### src/rtl/fifo_pkg.sv
// Shared constants and elaboration helpers for the first-word-fall-through FIFO.
// Optional combinational bypass is controlled by FIFO_BYPASS_EN (see sync_fifo_fwft).
package fifo_pkg;

    localparam int DEF_DATA_WIDTH = 8;
    localparam int DEF_DATA_DEPTH = 16;

    // Pointer width: index bits plus one wrap bit.
    function automatic int ptr_width(input int depth);
        return $clog2(depth) + 1;
    endfunction

    // True when depth is a power of two and at least 2.
    function automatic bit is_pow2(input int depth);
        return (depth >= 2) && ((depth & (depth - 1)) == 0);
    endfunction

endpackage

### src/rtl/fifo_mem.sv
// Register-array storage: synchronous write, asynchronous read.
// Contents are not reset; validity is tracked by the pointers.
module fifo_mem
    import fifo_pkg::*;
#(
    parameter int DATA_WIDTH = DEF_DATA_WIDTH,
    parameter int DATA_DEPTH = DEF_DATA_DEPTH,
    parameter int ADDR_WIDTH = $clog2(DATA_DEPTH)
) (
    input  logic                  clk,
    input  logic                  we,
    input  logic [ADDR_WIDTH-1:0] waddr,
    input  logic [DATA_WIDTH-1:0] wdata,
    input  logic [ADDR_WIDTH-1:0] raddr,
    output logic [DATA_WIDTH-1:0] rdata
);

    logic [DATA_WIDTH-1:0] r_mem [DATA_DEPTH];

    // Write port: store one word on the rising edge when enabled.
    always_ff @(posedge clk) begin
        if (we) begin
            r_mem[waddr] <= wdata;
        end
    end

    assign rdata = r_mem[raddr];

endmodule

### src/rtl/sync_fifo_fwft.sv
// Single-clock FWFT FIFO with valid/ready, level count and almost flags.
// Define FIFO_BYPASS_EN for a zero-latency in-to-out path when empty.
module sync_fifo_fwft
    import fifo_pkg::*;
#(
    parameter int DATA_WIDTH    = DEF_DATA_WIDTH,
    parameter int DATA_DEPTH    = DEF_DATA_DEPTH,
    localparam int ADDR_WIDTH   = $clog2(DATA_DEPTH),
    parameter int AFULL_THRESH  = DATA_DEPTH - 2,
    parameter int AEMPTY_THRESH = 1
) (
    input  logic                  clk,
    input  logic                  rst,
    input  logic                  flush,
    input  logic                  in_valid,
    output logic                  in_ready,
    input  logic [DATA_WIDTH-1:0] in_data,
    output logic                  out_valid,
    input  logic                  out_ready,
    output logic [DATA_WIDTH-1:0] out_data,
    output logic [ADDR_WIDTH:0]   level,
    output logic                  almost_full,
    output logic                  almost_empty
);

    localparam int PW = ptr_width(DATA_DEPTH);

    localparam logic [PW-1:0]     PTR_ONE = PW'(1);
    localparam logic [ADDR_WIDTH:0] LVL_ONE = (ADDR_WIDTH + 1)'(1);
    localparam logic [ADDR_WIDTH:0] AF_LVL  = (ADDR_WIDTH + 1)'(AFULL_THRESH);
    localparam logic [ADDR_WIDTH:0] AE_LVL  = (ADDR_WIDTH + 1)'(AEMPTY_THRESH);

    if (!is_pow2(DATA_DEPTH)) begin : g_depth_chk
        $error("sync_fifo_fwft: DATA_DEPTH must be a power of two >= 2");
    end

    logic [PW-1:0]         r_wr_ptr;
    logic [PW-1:0]         r_rd_ptr;
    logic [ADDR_WIDTH:0]   r_level;

    logic                  w_empty;
    logic                  w_full;
    logic                  w_bypass;
    logic                  w_push;
    logic                  w_pop;
    logic                  w_we;
    logic [DATA_WIDTH-1:0] w_rdata;

    assign w_empty = (r_wr_ptr == r_rd_ptr);
    assign w_full  = (r_wr_ptr[ADDR_WIDTH-1:0] == r_rd_ptr[ADDR_WIDTH-1:0])
                   && (r_wr_ptr[ADDR_WIDTH] != r_rd_ptr[ADDR_WIDTH]);

`ifdef FIFO_BYPASS_EN
    assign w_bypass = w_empty & in_valid;
`else
    assign w_bypass = 1'b0;
`endif

    // A bypassed word taken in the same cycle never enters storage.
    assign w_push = in_valid & ~w_full & ~(w_bypass & out_ready);
    assign w_pop  = ~w_empty & out_ready;
    assign w_we   = w_push & ~flush;

    assign in_ready     = ~w_full;
    assign out_valid    = ~w_empty | w_bypass;
    assign level        = r_level;
    assign almost_full  = (r_level >= AF_LVL);
    assign almost_empty = (r_level <= AE_LVL);

    // Head data: stored entry, else bypassed input, else zero.
    always_comb begin
        out_data = '0;
        if (!w_empty) begin
            out_data = w_rdata;
        end else if (w_bypass) begin
            out_data = in_data;
        end
    end

    // Pointer and occupancy state; flush overrides any push/pop.
    always_ff @(posedge clk or posedge rst) begin
        if (rst) begin
            r_wr_ptr <= '0;
            r_rd_ptr <= '0;
            r_level  <= '0;
        end else if (flush) begin
            r_wr_ptr <= '0;
            r_rd_ptr <= '0;
            r_level  <= '0;
        end else begin
            if (w_push) begin
                r_wr_ptr <= r_wr_ptr + PTR_ONE;
            end
            if (w_pop) begin
                r_rd_ptr <= r_rd_ptr + PTR_ONE;
            end
            case ({w_push, w_pop})
                2'b10:   r_level <= r_level + LVL_ONE;
                2'b01:   r_level <= r_level - LVL_ONE;
                default: r_level <= r_level;
            endcase
        end
    end

    fifo_mem #(
        .DATA_WIDTH (DATA_WIDTH),
        .DATA_DEPTH (DATA_DEPTH),
        .ADDR_WIDTH (ADDR_WIDTH)
    ) u_mem (
        .clk   (clk),
        .we    (w_we),
        .waddr (r_wr_ptr[ADDR_WIDTH-1:0]),
        .wdata (in_data),
        .raddr (r_rd_ptr[ADDR_WIDTH-1:0]),
        .rdata (w_rdata)
    );

endmodule

### config.mk
export PLATFORM = sky130hd
export DESIGN_NAME = sync_fifo_fwft
export DESIGN_NICKNAME = d
export VERILOG_FILES = /design/src/rtl/fifo_pkg.sv /design/src/rtl/fifo_mem.sv /design/src/rtl/sync_fifo_fwft.sv
export SDC_FILE = /design/constraint.sdc
export NUM_CORES = 1
export LEC_CHECK = 0
export CELL_PAD_IN_SITES_DETAIL_PLACEMENT = 1
export CELL_PAD_IN_SITES_GLOBAL_PLACEMENT = 2
export CORE_ASPECT_RATIO = 1.25
export CORE_MARGIN = 4
export CORE_UTILIZATION = 45
export DETAILED_ROUTE_END_ITERATION = 6
export PLACE_DENSITY = 0.86
export SLEW_MARGIN = 30
export SYNTH_ARGS = -nofsm -noshare
export SYNTH_HDL_FRONTEND = slang
export SYNTH_SLANG_ARGS = --single-unit
### constraint.sdc
create_clock -name clk -period 3 [get_ports clk]
set_clock_uncertainty 0.05 [all_clocks]
set_input_delay 0.6 -clock clk [delete_from_list [all_inputs] [get_ports clk]]
set_output_delay 0.6 -clock clk [all_outputs]
set_load 0.01 [all_outputs]
Figure 1. Floorplan with the power grid.
Pins as bars on the die edge. Tap cells in grey.
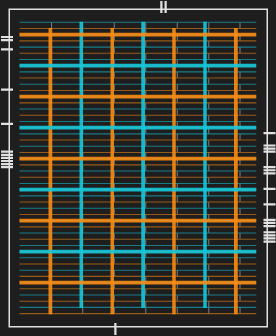
| colour | net |
|---|---|
| orange | VSS |
| cyan | VDD |
met5 straps: 9
signal pins: 30
met4 straps: 7
rows: 47
met1 rails: 48
die width: 113 µm
Vert. Die Dim: 139 µm
Peak VDD IR: 0.569 mV
core region area: 13300 µm²

Figure 2. Cells coloured by class.
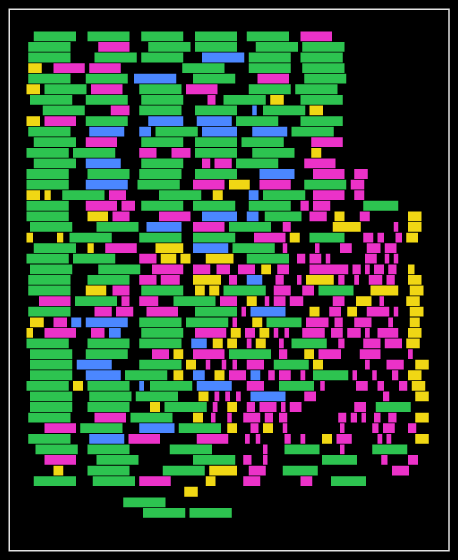
| colour | class | cells | share of their area |
|---|---|---|---|
| yellow | other buffers and delay cells | 75 | 9.6% |
| green | flops | 143 | 56% |
| magenta | combinational and other logic | 187 | 26% |
| blue | clock drivers and dummy loads | 32 | 8.4% |
Design Area, Final: 7720 µm²
row count: 47

==> results.json <==
{
  "fin_cells": 608,
  "cts_max_path_buffers": 2,
  "nWellTaps": 171,
  "topRoutingLayerUsed": "met4",
  "synth_top_cell_by_count": "edfxtp_1",
  "status": "finished clean",
  "rsz0062_at_grt": "yes",
  "slowest_delay_ns": 0.49,
  "ys_area_um2": 6150,
  "setup_tns_ns": 0,
  "critPathKind": "reg -> out",
  "worstRegToRegCells": 9,
  "dp.cells": 564,
  "period_used_pct": 99.4,
  "ys_sh_xor_pct": 2.77,
  "slew_violations": 0,
  "grt_use_total_pct": 20.4,
  "clk_share_pct": 8.20,
  "antenna_left": 0,
  "grt_util_met3_pct": 3.49,
  "ys_cells": 351,
  "logic_gate_count": 178,
  "cts_resized": 39,
  "comb_area_share_pct": 24.6,
  "inverters": 9,
  "hold_buffers": 0,
  "p_int_mw": 4.26,
  "hold_violations": 0,
  "ys_async_sr_fraction_pct": 10.5,
  "worstPathArrival_ns": 2.33,
  "grt_use_met1_pct": 25.0,
  "synthesis.area_um2": 6150,
  "topCombFamilyByArea": "multiplexers",
  "flop_cell": "edfxtp_1"
}
